==> src/rtl/channel_mux_pkg.sv <==
// Shared types and helpers for the channel scan multiplexer.
package channel_mux_pkg;

    typedef enum logic [1:0] {
        IDLE    = 2'd0,
        DWELL   = 2'd1,
        PRESENT = 2'd2
    } state_t;

    localparam logic MODE_MANUAL = 1'b0;
    localparam logic MODE_SCAN   = 1'b1;

    // The scan ring never extends past the last physical channel.
    function automatic int eff_last(input int scan_last, input int num_ch);
        return (scan_last < num_ch - 1) ? scan_last : num_ch - 1;
    endfunction

endpackage

==> src/rtl/channel_scan_mux_if.sv <==
// Control, channel bus and valid/ready sample port of the channel scan multiplexer.
interface channel_scan_mux_if #(
    parameter int DATA_WIDTH  = 16,
    parameter int NUM_CH      = 16,
    parameter int SEL_WIDTH   = 5,
    parameter int DWELL_WIDTH = 8
);
    logic [NUM_CH*DATA_WIDTH-1:0] in_bus;
    logic                         en;
    logic                         mode;
    logic [SEL_WIDTH-1:0]         sel;
    logic [SEL_WIDTH-1:0]         scan_last;
    logic [DWELL_WIDTH-1:0]       dwell;
    logic [DATA_WIDTH-1:0]        out;
    logic [SEL_WIDTH-1:0]         out_ch;
    logic                         out_err;
    logic                         out_valid;
    logic                         out_ready;
    logic                         busy;

    modport master (
        output in_bus, en, mode, sel, scan_last, dwell, out_ready,
        input  out, out_ch, out_err, out_valid, busy
    );

    modport slave (
        input  in_bus, en, mode, sel, scan_last, dwell, out_ready,
        output out, out_ch, out_err, out_valid, busy
    );
endinterface

==> src/rtl/mux_n_select.sv <==
// Combinational NUM_CH:1 word selector from a flat bus; zero latency, no flow control.
// Out-of-range indices return zero data with in_range low.
module mux_n_select #(
    parameter int DATA_WIDTH = 16,
    parameter int NUM_CH     = 16,
    parameter int SEL_WIDTH  = 5
) (
    input  logic [SEL_WIDTH-1:0]         idx,
    input  logic [NUM_CH*DATA_WIDTH-1:0] in_bus,
    output logic [DATA_WIDTH-1:0]        data,
    output logic                         in_range
);
    assign in_range = (int'(idx) < NUM_CH);

    always_comb begin
        data = '0;
        for (int k = 0; k < NUM_CH; k++) begin
            if (idx == SEL_WIDTH'(k)) data = in_bus[k*DATA_WIDTH +: DATA_WIDTH];
        end
    end
endmodule

==> src/rtl/channel_scan_mux.sv <==
// Registered N:1 channel selector with manual/scan modes; capture DWELL+1 edges after start.
// Sample held on the valid/ready port until accepted; next dwell starts on the accept edge.
module channel_scan_mux
    import channel_mux_pkg::*;
#(
    parameter int DATA_WIDTH  = 16,
    parameter int NUM_CH      = 16,
    parameter int SEL_WIDTH   = 5,
    parameter int DWELL_WIDTH = 8
) (
    input  logic               core_clk,
    input  logic               rst,
    channel_scan_mux_if.slave  bus
);
    state_t                 state_q, state_d;
    logic [SEL_WIDTH-1:0]   ch_q, ch_d;
    logic [DWELL_WIDTH-1:0] cnt_q, cnt_d;
    logic [DATA_WIDTH-1:0]  out_q, out_d;
    logic [SEL_WIDTH-1:0]   out_ch_q, out_ch_d;
    logic                   out_err_q, out_err_d;
    logic                   out_valid_q, out_valid_d;

    logic [DATA_WIDTH-1:0]  sel_dat;
    logic                   sel_in_range;
    logic [SEL_WIDTH-1:0]   next_ch;

    mux_n_select #(
        .DATA_WIDTH (DATA_WIDTH),
        .NUM_CH     (NUM_CH),
        .SEL_WIDTH  (SEL_WIDTH)
    ) u_select (
        .idx      (ch_q),
        .in_bus   (bus.in_bus),
        .data     (sel_dat),
        .in_range (sel_in_range)
    );

    // A manual channel beyond the scan ring restarts the scan at channel 0.
    always_comb begin
        next_ch = bus.sel;
        if (bus.mode != MODE_MANUAL) begin
            if (int'(ch_q) >= eff_last(int'(bus.scan_last), NUM_CH)) next_ch = '0;
            else                                                      next_ch = ch_q + SEL_WIDTH'(1);
        end
    end

    always_comb begin
        state_d     = state_q;
        ch_d        = ch_q;
        cnt_d       = cnt_q;
        out_d       = out_q;
        out_ch_d    = out_ch_q;
        out_err_d   = out_err_q;
        out_valid_d = out_valid_q;
        case (state_q)
            IDLE: begin
                if (bus.en) begin
                    ch_d    = (bus.mode == MODE_SCAN) ? '0 : bus.sel;
                    cnt_d   = bus.dwell;
                    state_d = DWELL;
                end
            end
            DWELL: begin
                if (cnt_q != '0) begin
                    cnt_d = cnt_q - DWELL_WIDTH'(1);
                end else begin
                    out_d       = sel_dat;
                    out_ch_d    = ch_q;
                    out_err_d   = !sel_in_range;
                    out_valid_d = 1'b1;
                    state_d     = PRESENT;
                end
            end
            PRESENT: begin
                if (out_valid_q && bus.out_ready) begin
                    out_valid_d = 1'b0;
                    if (!bus.en) begin
                        state_d = IDLE;
                    end else begin
                        ch_d    = next_ch;
                        cnt_d   = bus.dwell;
                        state_d = DWELL;
                    end
                end
            end
            default: state_d = IDLE;
        endcase
    end

    always_ff @(posedge core_clk) begin
        if (rst) begin
            state_q     <= IDLE;
            ch_q        <= '0;
            cnt_q       <= '0;
            out_q       <= '0;
            out_ch_q    <= '0;
            out_err_q   <= 1'b0;
            out_valid_q <= 1'b0;
        end else begin
            state_q     <= state_d;
            ch_q        <= ch_d;
            cnt_q       <= cnt_d;
            out_q       <= out_d;
            out_ch_q    <= out_ch_d;
            out_err_q   <= out_err_d;
            out_valid_q <= out_valid_d;
        end
    end

    assign bus.out       = out_q;
    assign bus.out_ch    = out_ch_q;
    assign bus.out_err   = out_err_q;
    assign bus.out_valid = out_valid_q;
    assign bus.busy      = (state_q != IDLE);
endmodule

==> src/flat_wrapper.sv <==
// flat-port wrapper written by rule: the top's interface ports become plain ports
module channel_scan_mux_flat import channel_mux_pkg::*;
#(
    parameter int DATA_WIDTH  = 16,
    parameter int NUM_CH      = 16,
    parameter int SEL_WIDTH   = 5,
    parameter int DWELL_WIDTH = 8
)
  (core_clk, rst, bus_in_bus, bus_en, bus_mode, bus_sel, bus_scan_last, bus_dwell, bus_out_ready, bus_out, bus_out_ch, bus_out_err, bus_out_valid, bus_busy);
  channel_scan_mux_if #(.DATA_WIDTH(DATA_WIDTH), .NUM_CH(NUM_CH), .SEL_WIDTH(SEL_WIDTH), .DWELL_WIDTH(DWELL_WIDTH)) bus_i ();
  input  logic core_clk;
  input  logic rst;
  input wire logic [$bits(bus_i.in_bus)-1:0] bus_in_bus;
  input wire logic [$bits(bus_i.en)-1:0] bus_en;
  input wire logic [$bits(bus_i.mode)-1:0] bus_mode;
  input wire logic [$bits(bus_i.sel)-1:0] bus_sel;
  input wire logic [$bits(bus_i.scan_last)-1:0] bus_scan_last;
  input wire logic [$bits(bus_i.dwell)-1:0] bus_dwell;
  input wire logic [$bits(bus_i.out_ready)-1:0] bus_out_ready;
  output wire logic [$bits(bus_i.out)-1:0] bus_out;
  output wire logic [$bits(bus_i.out_ch)-1:0] bus_out_ch;
  output wire logic [$bits(bus_i.out_err)-1:0] bus_out_err;
  output wire logic [$bits(bus_i.out_valid)-1:0] bus_out_valid;
  output wire logic [$bits(bus_i.busy)-1:0] bus_busy;
  assign bus_i.in_bus = bus_in_bus;
  assign bus_i.en = bus_en;
  assign bus_i.mode = bus_mode;
  assign bus_i.sel = bus_sel;
  assign bus_i.scan_last = bus_scan_last;
  assign bus_i.dwell = bus_dwell;
  assign bus_i.out_ready = bus_out_ready;
  assign bus_out = bus_i.out;
  assign bus_out_ch = bus_i.out_ch;
  assign bus_out_err = bus_i.out_err;
  assign bus_out_valid = bus_i.out_valid;
  assign bus_busy = bus_i.busy;
  channel_scan_mux #(.DATA_WIDTH(DATA_WIDTH), .NUM_CH(NUM_CH), .SEL_WIDTH(SEL_WIDTH), .DWELL_WIDTH(DWELL_WIDTH)) u_core (.core_clk(core_clk), .rst(rst), .bus(bus_i));
endmodule
==> config.mk <==
export PLATFORM = sky130hd
export DESIGN_NAME = channel_scan_mux_flat
export DESIGN_NICKNAME = d
export VERILOG_FILES = /design/src/rtl/channel_mux_pkg.sv /design/src/rtl/channel_scan_mux_if.sv /design/src/rtl/mux_n_select.sv /design/src/rtl/channel_scan_mux.sv /design/src/flat_wrapper.sv
export SDC_FILE = /design/constraint.sdc
export NUM_CORES = 1
export LEC_CHECK = 0
export CAP_MARGIN = 20
export CORE_MARGIN = 5
export CORE_UTILIZATION = 42
export DETAILED_ROUTE_END_ITERATION = 6
export PLACE_DENSITY_LB_ADDON = 0.08
export SYNTH_ARGS = -nofsm -noshare
export SYNTH_HDL_FRONTEND = slang
export SYNTH_HIERARCHICAL = 1
export SYNTH_SLANG_ARGS = --single-unit
==> constraint.sdc <==
create_clock -name core_clk -period 3.55 [get_ports core_clk]
set_input_delay 0.71 -clock core_clk [delete_from_list [all_inputs] [get_ports core_clk]]
set_output_delay 0.71 -clock core_clk [all_outputs]
set_load 0.05 [all_outputs]
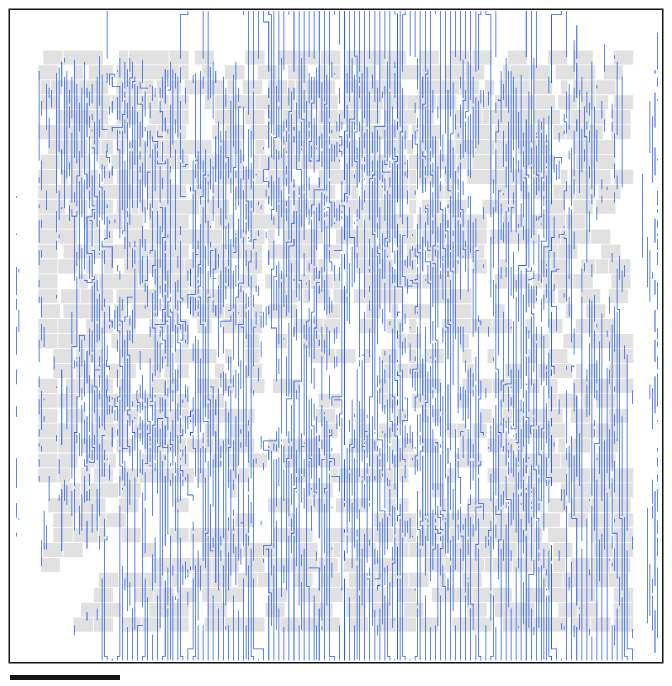
(images/met2.png)
Scale bar: 20 um.
share of all routed wire	47%
wire length on this layer	13300 um
vias post-DR: 7429
met2 track demand over resource: 63.84%
routed wire length: 28.24 mm

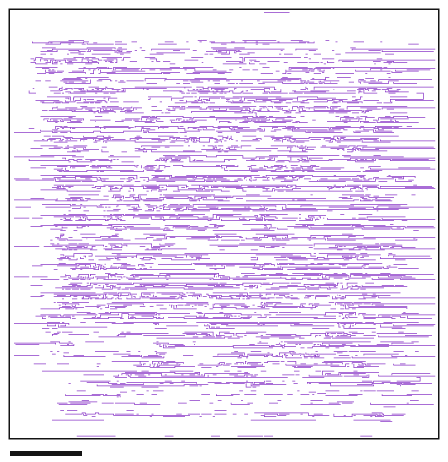
(images/met1.png)
Scale bar: 20 um.
nets with wire on the layer	1146
main direction	horizontal
wire length on this layer	10300 um
longest straight run	43.7 um
GRT met1 Usage: 44.87%

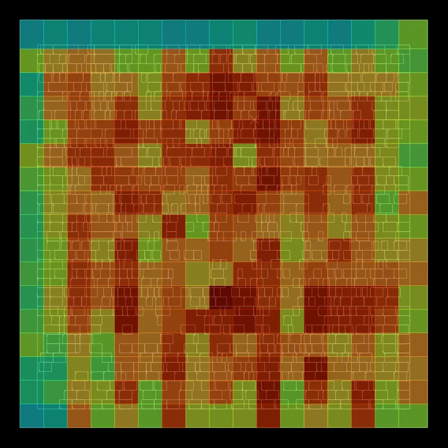
(images/final_congestion.png)
Routed wire per std cell: 25.28 um
GRT busiest layer: met2
Util after Layout: 70.07%
met3 Resource Use GR: 8.500%
overall global routing resource usage: 37.78%

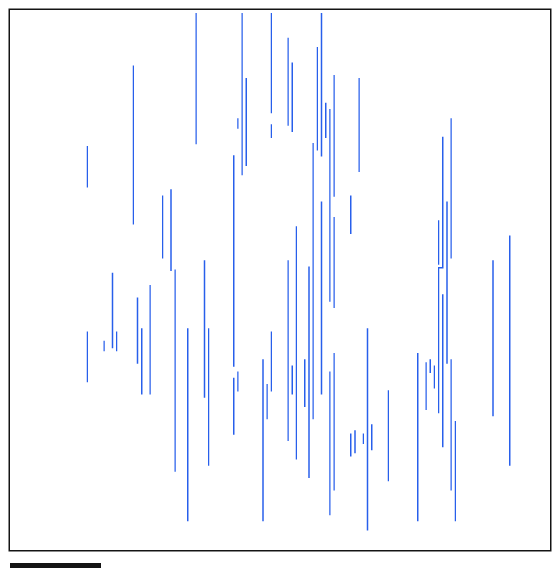
(images/met4.png)
Scale bar: 20 um.
share of all routed wire	5.3%
wire length on this layer	1500 um
longest straight run	60.5 um
main direction	vertical

==> results.toml <==
# synthesis and place-and-route metrics
[layout]
seq_area_share_pct = 9.505
layout_top_cells = "302 x clkdlybuf4s50_1, 81 x nand2_1, 79 x a21oi_1"
clkbuf_count = 6

[drt]
drtAntennaViolNets = 0
drc_errors = 2
drtIter0Drc = 1113
routed.top_layer = "met4"

[timing]
holdWs_ps = 462.7
fin_ws_ps = 387.8

[yosys]
edf_count = 0
yosys_warnings = 6
synth.top_cells.by_count = "81 x nand2_1, 79 x a21oi_1, 55 x nor2_1"
mux_share_pct = 7.524

[critical_path]
r2r_start = "u_core/ch_q[1]"
critPathKind = "flip-flop to flip-flop"
r2r-end = "u_core/bus.out[9]"
worstSetupEndpointType = "flip-flop"

[global_routing]
grt_pass1_wl_mm = 42.57
grt_overflow = 0

[power_and_ir_drop]
p_clk_w = 0.000462
netSwitchingFraction_pct = 42.31
p_seq_share_pct = 23.4
comb_power_share_pct = 57.8

[floorplanning]
fp_util_pct = 43.18
core_area_um2 = 11520

[clocking]
cts_resized = 0
clk_pin_slew_worst_paths_ps = 60

[status]
status = "finished with violations"
violations = "design-rule violations"

[place]
gp_congestion = 1.017
